===== src/rtl/logic_mux2_stim.sv =====
// rtl/logic_mux2_stim.sv - stimulus sequencer driving a/b/c vectors into Logic_mux2 and capturing y
// Binary or Gray 3-bit vectors, each held HOLD_CYCLES, responses packed into resp.
module logic_mux2_stim #(
  parameter int HOLD_CYCLES = 1,
  parameter int NUM_VECTORS = 8
) (
  input  logic       clk,
  input  logic       rst_n,
  input  logic       start,
  input  logic       mode,
  input  logic       y_in,
  output logic       a,
  output logic       b,
  output logic       c,
  output logic       busy,
  output logic       done,
  output logic [7:0] resp
);

  typedef enum logic [1:0] {IDLE, RUN, DONE} state_t;

  localparam logic [7:0] HOLD_LAST = 8'(HOLD_CYCLES - 1);
  localparam logic [2:0] IDX_LAST  = 3'(NUM_VECTORS - 1);

  state_t     state_q, state_d;
  logic       mode_q, mode_d;
  logic [2:0] idx_q, idx_d;
  logic [7:0] hold_q, hold_d;
  logic [2:0] vec_q, vec_d;
  logic       busy_d, done_d;
  logic [7:0] resp_q, resp_d;

  function automatic logic [2:0] pattern(input logic [2:0] i, input logic m);
    return m ? (i ^ (i >> 1)) : i;
  endfunction

  always_ff @(posedge clk or negedge rst_n) begin
    if (!rst_n) begin
      state_q <= IDLE;
      mode_q  <= 1'b0;
      idx_q   <= '0;
      hold_q  <= '0;
      vec_q   <= '0;
      busy    <= 1'b0;
      done    <= 1'b0;
      resp_q  <= '0;
    end else begin
      state_q <= state_d;
      mode_q  <= mode_d;
      idx_q   <= idx_d;
      hold_q  <= hold_d;
      vec_q   <= vec_d;
      busy    <= busy_d;
      done    <= done_d;
      resp_q  <= resp_d;
    end
  end

  always_comb begin
    state_d = state_q;
    mode_d  = mode_q;
    idx_d   = idx_q;
    hold_d  = hold_q;
    vec_d   = '0;
    busy_d  = 1'b0;
    done_d  = 1'b0;
    resp_d  = resp_q;
    case (state_q)
      IDLE: begin
        if (start) begin
          state_d = RUN;
          mode_d  = mode;
          resp_d  = '0;
          idx_d   = '0;
          hold_d  = '0;
          vec_d   = pattern(3'd0, mode);
          busy_d  = 1'b1;
        end
      end
      RUN: begin
        busy_d = 1'b1;
        vec_d  = vec_q;
        if (hold_q == HOLD_LAST) begin
          // y_in has had HOLD_CYCLES full cycles to settle on the current vector
          resp_d[idx_q] = y_in;
          hold_d        = '0;
          if (idx_q == IDX_LAST) begin
            state_d = DONE;
            busy_d  = 1'b0;
            done_d  = 1'b1;
            vec_d   = '0;
          end else begin
            idx_d = idx_q + 3'd1;
            vec_d = pattern(idx_q + 3'd1, mode_q);
          end
        end else begin
          hold_d = hold_q + 8'd1;
        end
      end
      DONE:    state_d = IDLE;
      default: state_d = IDLE;
    endcase
  end

  assign {a, b, c} = vec_q;
  assign resp      = resp_q;

endmodule


===== config.mk =====
export PLATFORM = sky130hd
export DESIGN_NAME = logic_mux2_stim
export DESIGN_NICKNAME = d
export VERILOG_FILES = /design/src/rtl/logic_mux2_stim.sv
export SDC_FILE = /design/constraint.sdc
export NUM_CORES = 1
export LEC_CHECK = 0
export ABC_CLOCK_PERIOD_IN_PS = 1900
export CAP_MARGIN = 20
export CORE_ASPECT_RATIO = 0.7
export CORE_MARGIN = 1.5
export CORE_UTILIZATION = 54
export DETAILED_ROUTE_END_ITERATION = 7
export PLACE_DENSITY_LB_ADDON = 0.3
export SLEW_MARGIN = 5
export SYNTH_ARGS = -nofsm -noshare
export SYNTH_HDL_FRONTEND = slang
export SYNTH_SLANG_ARGS = --single-unit

===== constraint.sdc =====
create_clock -name clk -period 1.9 [get_ports clk]
set_input_delay 0.38 -clock clk [delete_from_list [all_inputs] [get_ports clk]]
set_output_delay 0.38 -clock clk [all_outputs]
set_load 0.005 [all_outputs]

==> results.yml, run 1 <==
# physical design summary
finish:
  comb_share_pct: 39.4
  nets: 177
  clock_cell_area_share_pct: 2.66
  final_cell_mix: "dfrtp_1 (27), clkdlybuf4s50_1 (17), nand2_1 (14)"
  syn2layout_area_growth_pct: 22.4
  seq_share_pct: 38.8
  nNonClkInverters: 6
  clock_buffer_count: 3
  final_core_util_pct: 70.3
  lay_top_count: "dfrtp_1"
drt:
  wl_met1_um: 1390
  viasPerCell: 5.93
  wl_per_cell_um: 14.8
clock_network:
  clockBufferDepth: 2
  cts_setup_buffers: 0
  post_cts_resized: 0
  cts_tree: "done"
global_routing:
  grt_use_total_pct: 22.8
  overflow: 0
  grt_pass1_vias: 1067
synthesis:
  yosysWarnings: 0
  synth-adder-area-share_pct: 3.52
  synthSimpleGateAreaFrac_pct: 18.8
  flop_cell: "dfrtp_1"
  netlist_instances: 141
  edf_count: 0
  yosys.cell_types.count: 38
floorplanning:
  io_pins: 18
run:
  max_cap_viol_count: 0
run_status:
  outcome: "finished, final reports clean"
sta:
  max_slew_margin_pct: 77.4
Fig. 1: run 1, signal wires on met1
Drawn at 4 px/um. Supply wires on this layer in grey.
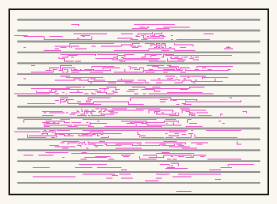
main direction = horizontal
longest straight run = 26.2 um
share of all routed wire = 47%
wire length on this layer = 1390 um
nets with wire on the layer = 159
DR vias: 1191
M1 GR Usage: 31.7%
drt total wl: 2980 um

Fig. 2: run 1, clock routing
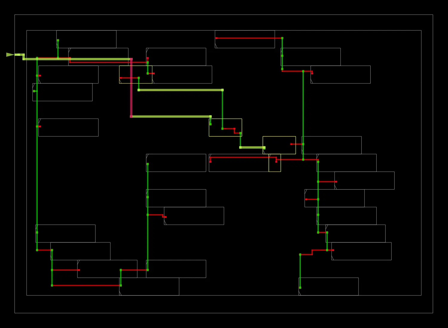
Latency at later pin: 0.27 ns
Clk power: 309 uW
Clock Skew: 0.00427 ns
clk sinks: 27
FFs & Latches: 27

Fig. 3: run 1, routed clock nets over the placement
Drawn at 6 px/um.
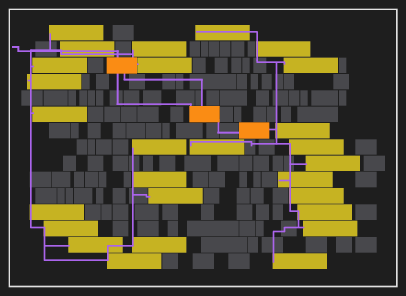
orange -> clock drivers  # count 3
purple -> clock wires  # length 261 um
yellow -> flip-flops  # count 27
flops lie = all over the die
routed clock nets = 4
Clock power frac: 16.2%

Fig. 4: run 1, M3 wires
Drawn at 8 px/um. Cells faint in the background.
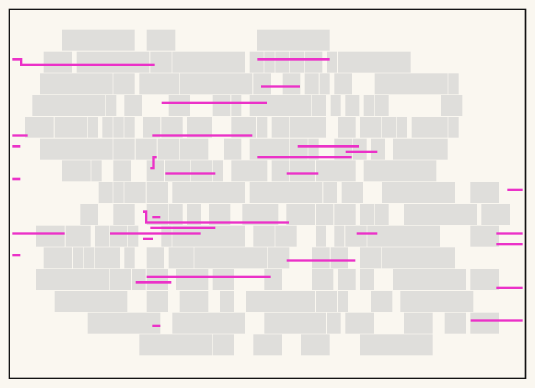
share of all routed wire = 6.3%
nets with wire on the layer = 25
wire length on this layer = 188 um
longest straight run = 17.7 um
main direction = horizontal
GR Util met3: 5.20%

Fig. 5: run 1, placement density heat map
Drawn at 6 px/um. 6 x 5 tiles, from white (low) to dark blue (high), 0 to 100% covered.
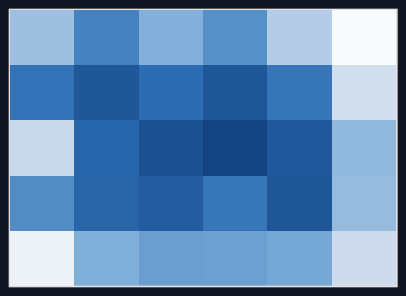

## Run 2: what changed since run 1
--- a/config.mk
+++ b/config.mk
@@ -7,9 +7,11 @@
 export LEC_CHECK = 0
 export ABC_CLOCK_PERIOD_IN_PS = 1900
 export CAP_MARGIN = 20
+export CELL_PAD_IN_SITES_DETAIL_PLACEMENT = 1
+export CELL_PAD_IN_SITES_GLOBAL_PLACEMENT = 1
 export CORE_ASPECT_RATIO = 0.7
 export CORE_MARGIN = 1.5
-export CORE_UTILIZATION = 54
+export CORE_UTILIZATION = 42
 export DETAILED_ROUTE_END_ITERATION = 7
 export PLACE_DENSITY_LB_ADDON = 0.3
 export SLEW_MARGIN = 5
Fig. 6: run 2, placement density heat map
Drawn at 4 px/um. 7 x 5 tiles, from white (low) to dark blue (high), 0 to 100% covered.
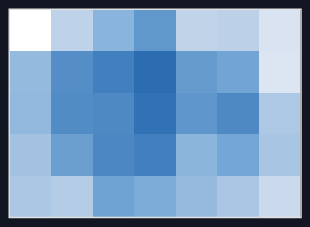
nearly empty tiles = 2.9%
fullest tile = 76%
mean over tiles = 46%
tiles over 75% full = 2.9%
Final Core Density: 54.9%
fp_density: 44.6%

Fig. 7: run 2, clock routing
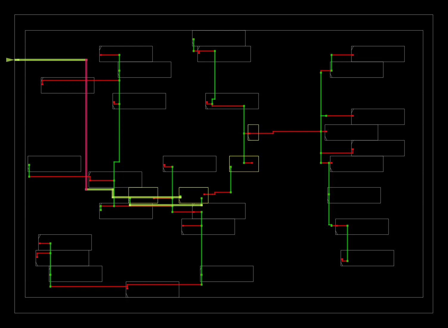
number of buffers created by CTS: 3
Clk power: 330 uW
clkbuf count: 3
Clock Skew: 0.00922 ns

==> results.yml, run 2 <==
# physical design summary
finish:
  comb_share_pct: 38.8
  final_cell_mix: "dfrtp_1 (27), clkdlybuf4s50_1 (17), nand2_1 (14)"
  lay_top_count: "dfrtp_1"
  nNonClkInverters: 6
  seq_cells: 27
  syn2layout_area_growth_pct: 23.2
  clock_cell_area_share_pct: 2.64
  nets: 177
  diodes: 0
sta:
  max_slew_margin_pct: 76.4
  fin_ws_ns: 0.120
floorplanning:
  io_pins: 18
  fp-row-count: 17
global_routing:
  grt_use_total_pct: 21.2
  overflow: 0
  use_met1_pct: 29.9
  grt_pass1_vias: 1183
  met3_usage_pct: 4.46
  grt_max_degree: 28
synthesis:
  flop_cell: "dfrtp_1"
  synthSimpleGateAreaFrac_pct: 18.8
  yosys.cell_types.count: 38
  edf_count: 0
  synth-adder-area-share_pct: 3.52
  async_reset_ff_share_pct: 100
  yosysWarnings: 0
  netlist_instances: 141
clock_network:
  clockBufferDepth: 2
  cts_num_sinks: 27
  post_cts_resized: 0
  worstSkewPairLatency_ns: 0.27
  cts_setup_buffers: 0
  cts_tree: "done"
drt:
  wl_met1_um: 1740
  route.detailed.drc: 0
  drt_wl_total_um: 3490
  met2_length_um: 1620
  vias: 1171
  drtAntennaViolNets: 0
  wl_per_cell_um: 17.0
run:
  max_cap_viol_count: 0
pwr:
  p_int_uw: 1240
  powerDensity_mw_per_mm2: 1110
worst_setup_path:
  cp_slowest_cell: "dfrtp_1"
  regToRegStartpoint: "hold_q[1]"
  worst_setup_path_end_kind: "flip-flop"
run_status:
  outcome: "finished, final reports clean"
Power is estimated from default activity; no workload was simulated.
